==> config.mk <==
export PLATFORM = sky130hd
export DESIGN_NAME = mmu_seq_ctrl
export DESIGN_NICKNAME = d
export VERILOG_FILES = /design/src/rtl/mmu_seq_pkg.sv /design/src/rtl/mmu_seq_acc.sv /design/src/rtl/mmu_seq_ctrl.sv
export SDC_FILE = /design/constraint.sdc
export NUM_CORES = 1
export LEC_CHECK = 0
export ABC_AREA = 1
export CAP_MARGIN = 25
export CELL_PAD_IN_SITES_DETAIL_PLACEMENT = 0
export CELL_PAD_IN_SITES_GLOBAL_PLACEMENT = 1
export CORE_MARGIN = 2
export CORE_UTILIZATION = 38
export CTS_CLUSTER_SIZE = 10
export DETAILED_ROUTE_END_ITERATION = 6
export GPL_TIMING_DRIVEN = 0
export PLACE_DENSITY = 0.92
export RECOVER_POWER = 50
export SLEW_MARGIN = 10
export SYNTH_ARGS = -nofsm -noshare
export SYNTH_HDL_FRONTEND = slang
export SYNTH_SLANG_ARGS = --single-unit
export TNS_END_PERCENT = 30
==> constraint.sdc <==
create_clock -name clk -period 6.5 [get_ports clk]
set_clock_uncertainty 0.15 [all_clocks]
set_input_delay 1.3 -clock clk [delete_from_list [all_inputs] [get_ports clk]]
set_output_delay 1.3 -clock clk [all_outputs]
set_load 0.05 [all_outputs]
==> src/rtl/mmu_seq_pkg.sv <==
// Shared opcodes, FSM states and pipeline latencies for the MMU sequencer.
package mmu_seq_pkg;

    localparam logic [7:0] OP_NOP  = 8'h00;
    localparam logic [7:0] OP_FP16 = 8'h03;
    localparam logic [7:0] OP_INT8 = 8'h04;

    localparam int unsigned MEM_LAT    = 1;
    localparam int unsigned MMU_LAT    = 1;
    localparam int unsigned PIPE_DEPTH = MEM_LAT + MMU_LAT;

    typedef enum logic [1:0] {IDLE, ISSUE, DRAIN, OUT} state_e;

    function automatic logic op_legal(input logic [7:0] op);
        return (op == OP_FP16) || (op == OP_INT8);
    endfunction

endpackage

==> src/rtl/mmu_seq_acc.sv <==
// Tracks in-flight operand reads and accumulates the MMU's per-word partial sums.
module mmu_seq_acc
    import mmu_seq_pkg::*;
#(
    parameter int unsigned ACC_W = 40
) (
    input  logic             clk,
    input  logic             rst,
    input  logic             clear,
    input  logic             issue,
    input  logic             sign_ext,
    input  logic [31:0]      mmu_result,
    output logic [ACC_W-1:0] acc,
    output logic             pending
);

    logic [PIPE_DEPTH-1:0] vld_q;
    logic [ACC_W-1:0]      ext;

    always_comb begin
        ext = sign_ext ? ACC_W'($signed(mmu_result)) : ACC_W'(mmu_result);
    end

    // The oldest valid bit lines up with the cycle mmu_result belongs to that read.
    always_ff @(posedge clk) begin
        if (rst) begin
            vld_q <= '0;
            acc   <= '0;
        end else begin
            vld_q <= {vld_q[PIPE_DEPTH-2:0], issue};
            if (clear) begin
                acc <= '0;
            end else if (vld_q[PIPE_DEPTH-1]) begin
                acc <= acc + ext;
            end
        end
    end

    assign pending = |vld_q;

endmodule

==> src/rtl/mmu_seq_ctrl.sv <==
// Matrix-vector sequencer: issues A/B reads, feeds the MMU, emits one result per row.
// Optional perf counters are enabled with `define MMU_SEQ_PERF_EN.
module mmu_seq_ctrl
    import mmu_seq_pkg::*;
#(
    parameter int unsigned ADDR_W = 10,
    parameter int unsigned LEN_W  = 8,
    parameter int unsigned ACC_W  = 40
) (
    input  logic              clk,
    input  logic              rst,
    input  logic              cmd_valid,
    output logic              cmd_ready,
    input  logic [7:0]        cmd_opcode,
    input  logic [ADDR_W-1:0] cmd_a_base,
    input  logic [ADDR_W-1:0] cmd_b_base,
    input  logic [LEN_W-1:0]  cmd_len,
    input  logic [LEN_W-1:0]  cmd_count,
    output logic              a_rd_en,
    output logic [ADDR_W-1:0] a_rd_addr,
    input  logic [31:0]       a_rd_data,
    output logic              b_rd_en,
    output logic [ADDR_W-1:0] b_rd_addr,
    input  logic [31:0]       b_rd_data,
    output logic [7:0]        mmu_opcode,
    output logic [31:0]       mmu_a,
    output logic [31:0]       mmu_b,
    input  logic [31:0]       mmu_result,
    output logic              res_valid,
    input  logic              res_ready,
    output logic [ACC_W-1:0]  res_data,
    output logic              res_last,
    output logic              busy,
`ifdef MMU_SEQ_PERF_EN
    output logic              err_opcode,
    output logic [31:0]       perf_active_cycles,
    output logic [31:0]       perf_stall_cycles
`else
    output logic              err_opcode
`endif
);

    state_e            state_q;
    logic [7:0]        op_q;
    logic [ADDR_W-1:0] b_base_q;
    logic [ADDR_W-1:0] row_base_q;
    logic [LEN_W-1:0]  len_q;
    logic [LEN_W-1:0]  count_q;
    logic [LEN_W-1:0]  row_q;
    logic [LEN_W-1:0]  word_q;

    logic              accept;
    logic              start_cmd;
    logic              next_row;
    logic              acc_clear;
    logic [ACC_W-1:0]  acc;
    logic              pending;
    logic [ADDR_W-1:0] next_row_base;

    assign cmd_ready = (state_q == IDLE);
    assign busy      = (state_q != IDLE);
    assign mmu_a     = a_rd_data;
    assign mmu_b     = b_rd_data;

    assign accept        = cmd_valid && cmd_ready;
    assign start_cmd     = accept && op_legal(cmd_opcode) && (cmd_count != '0);
    assign next_row      = (state_q == OUT) && res_ready && !res_last;
    assign acc_clear     = start_cmd || next_row;
    assign next_row_base = row_base_q + ADDR_W'(len_q);

    always_ff @(posedge clk) begin
        if (rst) begin
            state_q    <= IDLE;
            op_q       <= OP_NOP;
            b_base_q   <= '0;
            row_base_q <= '0;
            len_q      <= '0;
            count_q    <= '0;
            row_q      <= '0;
            word_q     <= '0;
            a_rd_en    <= 1'b0;
            b_rd_en    <= 1'b0;
            a_rd_addr  <= '0;
            b_rd_addr  <= '0;
            mmu_opcode <= OP_NOP;
            res_valid  <= 1'b0;
            res_data   <= '0;
            res_last   <= 1'b0;
            err_opcode <= 1'b0;
        end else begin
            err_opcode <= 1'b0;
            case (state_q)
                IDLE: begin
                    if (accept) begin
                        op_q       <= cmd_opcode;
                        b_base_q   <= cmd_b_base;
                        row_base_q <= cmd_a_base;
                        len_q      <= cmd_len;
                        count_q    <= cmd_count;
                        if (!op_legal(cmd_opcode)) begin
                            err_opcode <= 1'b1;
                        end else if (cmd_count != '0) begin
                            state_q    <= ISSUE;
                            row_q      <= '0;
                            word_q     <= '0;
                            a_rd_en    <= (cmd_len != '0);
                            b_rd_en    <= (cmd_len != '0);
                            a_rd_addr  <= cmd_a_base;
                            b_rd_addr  <= cmd_b_base;
                            mmu_opcode <= cmd_opcode;
                        end
                    end
                end
                ISSUE: begin
                    if ((len_q == '0) || (word_q == len_q - LEN_W'(1))) begin
                        state_q <= DRAIN;
                        a_rd_en <= 1'b0;
                        b_rd_en <= 1'b0;
                    end else begin
                        word_q    <= word_q + LEN_W'(1);
                        a_rd_addr <= a_rd_addr + ADDR_W'(1);
                        b_rd_addr <= b_rd_addr + ADDR_W'(1);
                    end
                end
                DRAIN: begin
                    if (!pending) begin
                        state_q    <= OUT;
                        res_valid  <= 1'b1;
                        res_data   <= acc;
                        res_last   <= (row_q == count_q - LEN_W'(1));
                        mmu_opcode <= OP_NOP;
                    end
                end
                OUT: begin
                    if (res_ready) begin
                        res_valid <= 1'b0;
                        res_last  <= 1'b0;
                        if (res_last) begin
                            state_q <= IDLE;
                        end else begin
                            state_q    <= ISSUE;
                            row_q      <= row_q + LEN_W'(1);
                            word_q     <= '0;
                            row_base_q <= next_row_base;
                            a_rd_addr  <= next_row_base;
                            b_rd_addr  <= b_base_q;
                            a_rd_en    <= (len_q != '0);
                            b_rd_en    <= (len_q != '0);
                            mmu_opcode <= op_q;
                        end
                    end
                end
                default: state_q <= IDLE;
            endcase
        end
    end

    mmu_seq_acc #(
        .ACC_W(ACC_W)
    ) u_acc (
        .clk       (clk),
        .rst       (rst),
        .clear     (acc_clear),
        .issue     (a_rd_en),
        .sign_ext  (op_q == OP_INT8),
        .mmu_result(mmu_result),
        .acc       (acc),
        .pending   (pending)
    );

`ifdef MMU_SEQ_PERF_EN
    always_ff @(posedge clk) begin
        if (rst) begin
            perf_active_cycles <= '0;
            perf_stall_cycles  <= '0;
        end else begin
            if (((state_q == ISSUE) || (state_q == DRAIN)) && (perf_active_cycles != '1)) begin
                perf_active_cycles <= perf_active_cycles + 32'd1;
            end
            if ((state_q == OUT) && !res_ready && (perf_stall_cycles != '1)) begin
                perf_stall_cycles <= perf_stall_cycles + 32'd1;
            end
        end
    end
`endif

endmodule

run_1/metal_density.png
The die is cut into 36 by 36 equal tiles; dark blue is low, red is high, scaled to the fullest tile. Values are wire area over tile area, all layers added.
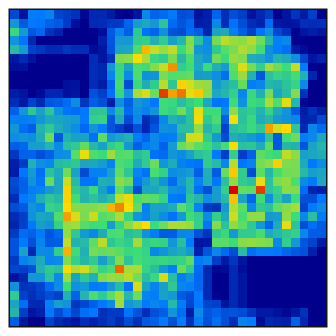
The fullest tile reaches 0.64. 10% of the tiles are nearly empty. The emptiest ninth of the die: upper left. 19% of the tiles are over half the peak. The mean over all tiles is 0.20.

run_1/power_grid.png
Scale bar: 50 um. Pins as bars on the die edge. Tap cells in gray.
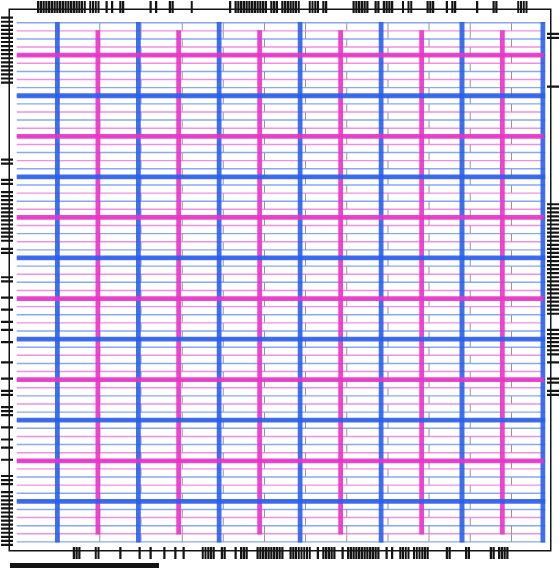
Key: VSS = blue; VDD = magenta
283 signal pins sit on the boundary. 396 tap cells. The core has 64 rows. 65 met1 rails follow the rows.

run_1/io_fan.png
Scale bar: 50 um.
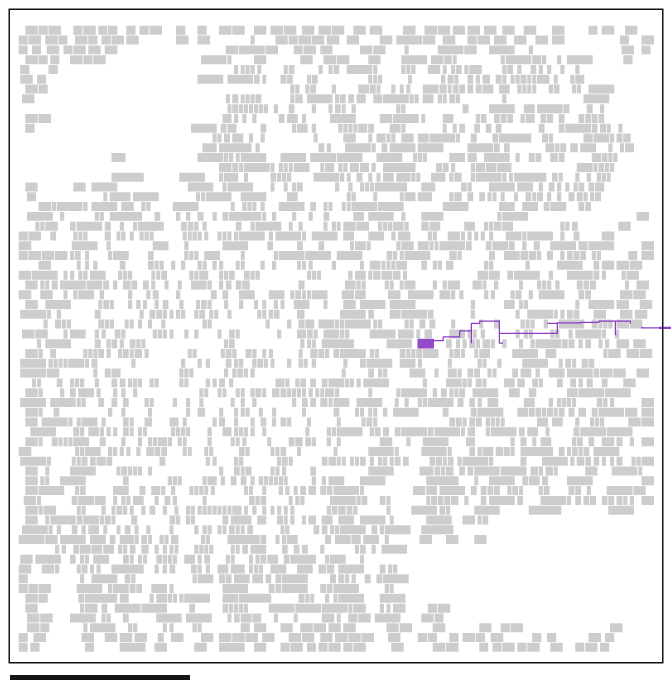
Key: cmd_ready = purple [direction output, edge right, end cells 1, buffers 1, wire 86.8 um]

==> results.tsv, run 1 <==
stage	metric	value	unit
status	outcome	completed	
setup_path	worst r2r dst	a_rd_addr[8]	
power_and_ir_drop	Pleak	6.89	nW
logic_synthesis	#FFs+latches synth	176	
route	WL final	40.2	mm
sta	Hold Worst Slack	281	ps
placed_design	hpwl dp	32.1	mm
setup_path	Worst path top cell family by delay	buffers and inverters	
setup_path	Setup CP Type	primary input to register	
logic_synthesis	Post-synth EDFFs	0	
placed_design	dpl cells	2477	
floorplan	FP Rows	64	
floorplan	# IOs	283	
layout	Top cell excl fill/tap	nand2_1	
route	met1 WL	18.2	mm
global_route	antenna violations before repair	0	
route	WL met2	18.4	mm
logic_synthesis	Synth Area in Simple Gates	31.5	%
power_and_ir_drop	Net Sw Power	1.54	mW
power_and_ir_drop	Power Sequential	1.31	mW
setup_path	Crit. End Element	register	
setup_path	crit path DRT	6740	ps
logic_synthesis	main flop type	dfxtp_1	
route	initial detailed-routing violation count	968	
power_and_ir_drop	PwrDens	245	mW/mm2
logic_synthesis	Synth Seq Share	29.6	%
sta	Post-Route Setup TNS	0	ps
route	vias	12820	
layout	Clock buf/inv share	3.87	%
clocking	Max H-tree Level	4	
setup_path	WP buf/inv	4	
logic_synthesis	Post-synth ARST share	0	%
layout	number of diodes	0	
setup_path	critical path's slowest cell	dlygate4sd3_1	
sta	Max Clock Freq	228	MHz
global_route	first-pass GRT wire length	64.2	mm
setup_path	largest stage delay on the critical path	600	ps
route	max layer used	met4	
sta	Slew HR	42.1	%
sta	min cycle time layout	4380	ps
setup_path	worst setup path end	a_rd_addr[8]	
sta	Worst Tran Pin Value	868	ps
layout	biggest regs	res_data x40, u_acc.acc x40	
layout	number of non-clock inverters	219	
layout	#MultiIn Comb	1346	
placed_design	I/O Buffers	217	
clocking	postcts setup bufs	0	
clocking	CTS tree	yes	
logic_synthesis	Synth top cells by count	380 x nand2_1, 348 x nor2_1, 209 x inv_1	
hold_path	Worst Hold Path EP	u_acc.vld_q[1]	
layout	top cell category	combinational gates	
layout	fin cells	2509	
layout	flop share of the area	23.3	%
power_and_ir_drop	sequential cell fraction of total power	35.2	%
clocking	Clock Latency Late Sink	460	ps
sta	Slew Viols, Final	0	
job	tool warnings	31	
logic_synthesis	Post-Synth AOI/OAI Area	16.1	%
placed_design	Setup WS pre-CTS	2140	ps
clocking	Worst-path clk slew	80	ps
power_and_ir_drop	Pwr Total	3.71	mW
layout	CLK BUF	17	
hold_path	Hold Crit Class	register to register	
==> run 2: changes to the inputs <==
- CORE_UTILIZATION: 38 -> 32
- PLACE_DENSITY: 0.92 -> 0.83
- clock period: 6.5 -> 3.92 ns (I/O delays scaled with it)
==> run 2 against run 1 <==
- register-to-register slack lost 2400 ps
- power grew 65%
- clock-buffer cell count grew 3
- sequential power grew 66%
- clock power grew 62%
- global-route usage shrank 3.2 points
- via count shrank 2.1%
- critical endpoint is now row_q[3]
- worst hold slack gained 3.8 ps
- non-clock buffer count is the same
==> results.tsv, run 2 <==
stage	metric	value	unit	change
layout	flop share of the area	23.2	%	-0.15 points
hold_path	Hold Crit Depth	2		
logic_synthesis	yosys xor share	3.09	%	
layout	top cell category	combinational gates		
clocking	Worst-path clk slew	70	ps	about the same
hold_path	HP Start	u_acc.vld_q[0]		
power_and_ir_drop	Top power group	combinational cells		
setup_path	CP Depth	11		
power_and_ir_drop	Pleak	6.83	nW	-0.80%
clocking	clock tree sinks	176		
power_and_ir_drop	Clock Power	1.70	mW	
layout	Top cell excl fill/tap	nand2_1		
clocking	CTS Buf Count	17		
route	wire length per cell	16.2	um	
logic_synthesis	Synth top cells by count	380 x nand2_1, 348 x nor2_1, 209 x inv_1		
logic_synthesis	mapped cell area	0.0119	mm2	
layout	CLK BUF	20		+3
layout	Clock buf/inv share	3.72	%	-0.15 points
logic_synthesis	MUX share of area	0	%	
floorplan	# IOs	283		unchanged
power_and_ir_drop	Pwr Total	6.13	mW	+65%
layout	number of diodes	0		unchanged
logic_synthesis	# Cells Yosys	1864		
route	1st-pass router iterations	6		
layout	buffering overhead	19.2	%	
setup_path	flop2flop setup slack	920	ps	
layout	fin nets	2305		
clocking	CTS root buf	clkbuf_16		
sta	Slew Viols, Final	0		unchanged
route	max layer used	met4		
placed_design	Area after DPL	0.0147	mm2	
sta	RSZ-0062 raised after global routing	no		
route	routed wl met3	2.20	mm	
power_and_ir_drop	clock network fraction of total power	27.8	%	
floorplan	overall die width	197	um	
setup_path	Setup CP Type	primary input to register		
layout	Flops	176		
layout	biggest regs	res_data x40, u_acc.acc x40		
sta	Hold Worst Slack	284	ps	+3.81 ps
global_route	number of global-route vias before repair	12177		
layout	Logic area	0.00680	mm2	
sta	min cycle time layout	3430	ps	
logic_synthesis	synthesis area per yosys	0.0119	mm2	
setup_path	crit path launch	cmd_opcode[7]		
sta	Tcrit/Tclk final	87.5	%	
placed_design	hpwl dp	33.3	mm	+3.9%
power_and_ir_drop	maximum vdd drop	0.321	mV	
layout	Area growth syn-to-layout	27.7	%	
floorplan	Die Y	197	um	
setup_path	worst-path maximum fanout	8		
floorplan	tap cells	468		
layout	fin cells	2580		+2.8%
logic_synthesis	Synth Area in Simple Gates	31.5	%	unchanged
power_and_ir_drop	Power Sequential	2.17	mW	+66%
clocking	Hold-fix buffers, CTS	0		
hold_path	Worst Hold Path EP	u_acc.vld_q[1]		
setup_path	Crit. End Element	register		
sta	count of final setup violators	0		
layout	logic share of the area	44.7	%	
setup_path	Worst path top cell family by delay	AND-OR/OR-AND gates		
route	drt drc	0		
sta	Max Clock Freq	291	MHz	
logic_synthesis	Synth Area per Inst	6.39	um2	
route	WL final	41.7	mm	+3.6%
global_route	largest net degree at the start of global routing	17		
sta	Hold Fails Final Rpt	0		
logic_synthesis	Adder Area Share	6.53	%	
placed_design	dpl cells	2549		+2.9%
logic_synthesis	yosys warns	0		
hold_path	Hold Crit Class	register to register		
setup_path	crit path DRT	4110	ps	-2630 ps
logic_synthesis	Post-synth EDFFs	0		unchanged
clocking	postcts setup bufs	0		unchanged
clocking	clock tree buffer depth	2		
logic_synthesis	main flop type	dfxtp_1		
route	antenna-violating nets left	0		
logic_synthesis	Synth Seq Share	29.6	%	unchanged
sta	worst setup margin	489	ps	
setup_path	R2R Path Start	state_q[0]		
logic_synthesis	Top-area cell share	29.6	%	
power_and_ir_drop	Comb power frac	36.8	%	
placed_design	Placer Congestion	0.922		
logic_synthesis	comb area leader	simple AND/OR/NAND/NOR gates		
setup_path	worst setup path end	row_q[3]		
sta	Worst Tran Pin Value	816	ps	-51.7 ps
logic_synthesis	Post-Synth AOI/OAI Area	16.1	%	unchanged
route	vias	12555		-2.1%
logic_synthesis	cell count after synthesis	1864		
global_route	GRT met3 Usage	3.23	%	
layout	number of non-clock inverters	219		unchanged
power_and_ir_drop	Sw Share	40.4	%	
layout	Reg area	0.00352	mm2	
power_and_ir_drop	sequential cell fraction of total power	35.4	%	+0.2 points
status	outcome	completed		
logic_synthesis	Cell Type Count	55		
setup_path	largest stage delay on the critical path	700	ps	+100 ps
setup_path	worst path cell trace	dlygate4sd3_1 -> inv_1 -> nand2_1 -> nor2_1 -> nand2_2 -> o21ai_0 -> nand2_1 -> o21ai_0 -> inv_2 -> o21ai_0 -> a21oi_1		
power_and_ir_drop	combinational power	2.25	mW	
power_and_ir_drop	Net Sw Power	2.47	mW	+60%
logic_synthesis	Floorplan Nets	2069		
global_route	antenna violations before repair	0		unchanged
clocking	CTS tree	yes		
setup_path	worst r2r dst	row_q[3]		
setup_path	Arrival @ worst endpoint	3620	ps	
layout	#MultiIn Comb	1346		unchanged
global_route	grt peak-use layer	met2		
power_and_ir_drop	PwrDens	403	mW/mm2	+64%
route	WL met2	19.7	mm	+7.5%
layout	Design Area, Final	0.0152	mm2	
logic_synthesis	Post-synth ARST share	0	%	unchanged
sta	Post-Route Setup TNS	0	ps	unchanged
placed_design	I/O Buffers	217		unchanged
clocking	Max H-tree Level	4		unchanged
logic_synthesis	Largest cells by area	dfxtp_1 30%, nand2_1 12%, nor2_1 11%		
route	Vias/cell	4.87		
placed_design	Setup WS pre-CTS	103	ps	-2030 ps
job	Max-cap violations	0		
route	met1 WL	18.7	mm	+2.6%
layout	nonclk buf count	340		
logic_synthesis	top-count cell post-synth	nand2_1		
setup_path	critical path's slowest cell	o21ai_0		
clocking	post_cts resized	0		
setup_path	Reg2Reg Depth	10		
sta	Slew HR	45.6	%	+3.4 points
layout	layout cells sized above 1	6.82	%	
global_route	first-pass GRT wire length	64.9	mm	+1.2%
setup_path	WP buf/inv	3		-1
job	tool warnings	31		unchanged
route	initial detailed-routing violation count	836		-14%
logic_synthesis	#FFs+latches synth	176		unchanged
global_route	grt total ovfl	0		
power_and_ir_drop	Pint	3.65	mW	
clocking	Clock Latency Late Sink	450	ps	about the same
run_2/metal_density.png
The die is cut into 39 by 39 equal tiles; dark blue is low, red is high, scaled to the fullest tile. Values are wire area over tile area, all layers added.
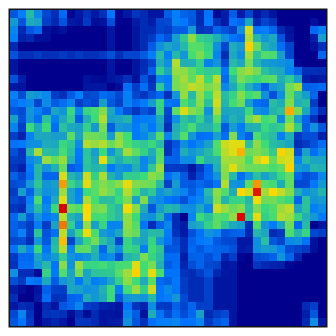
13% of the tiles are nearly empty. The mean over all tiles is 0.17. The densest ninth of the die: middle right. 16% of the tiles are over half the peak.

run_2/power_grid.png
Scale bar: 50 um. Pins as bars on the die edge. Tap cells in gray.
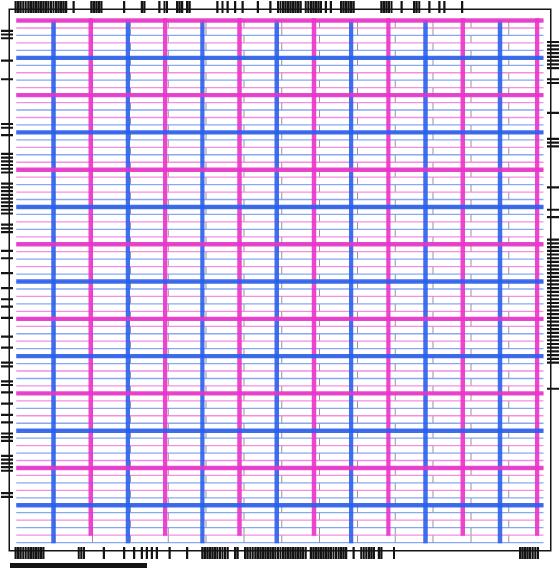
Key: VSS = blue; VDD = magenta
283 signal pins sit on the boundary. 14 straps on met4. 71 met1 rails follow the rows.

run_2/placement.png
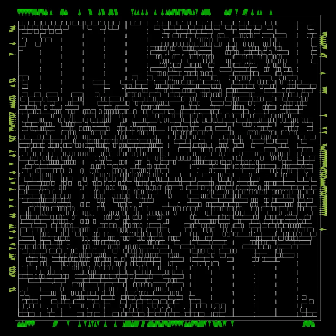
core area: 0.0366 mm2
FP Rows: 70
fin util: 41.6%
fill cell count: 3937

Power and IR drop assume default switching activity.
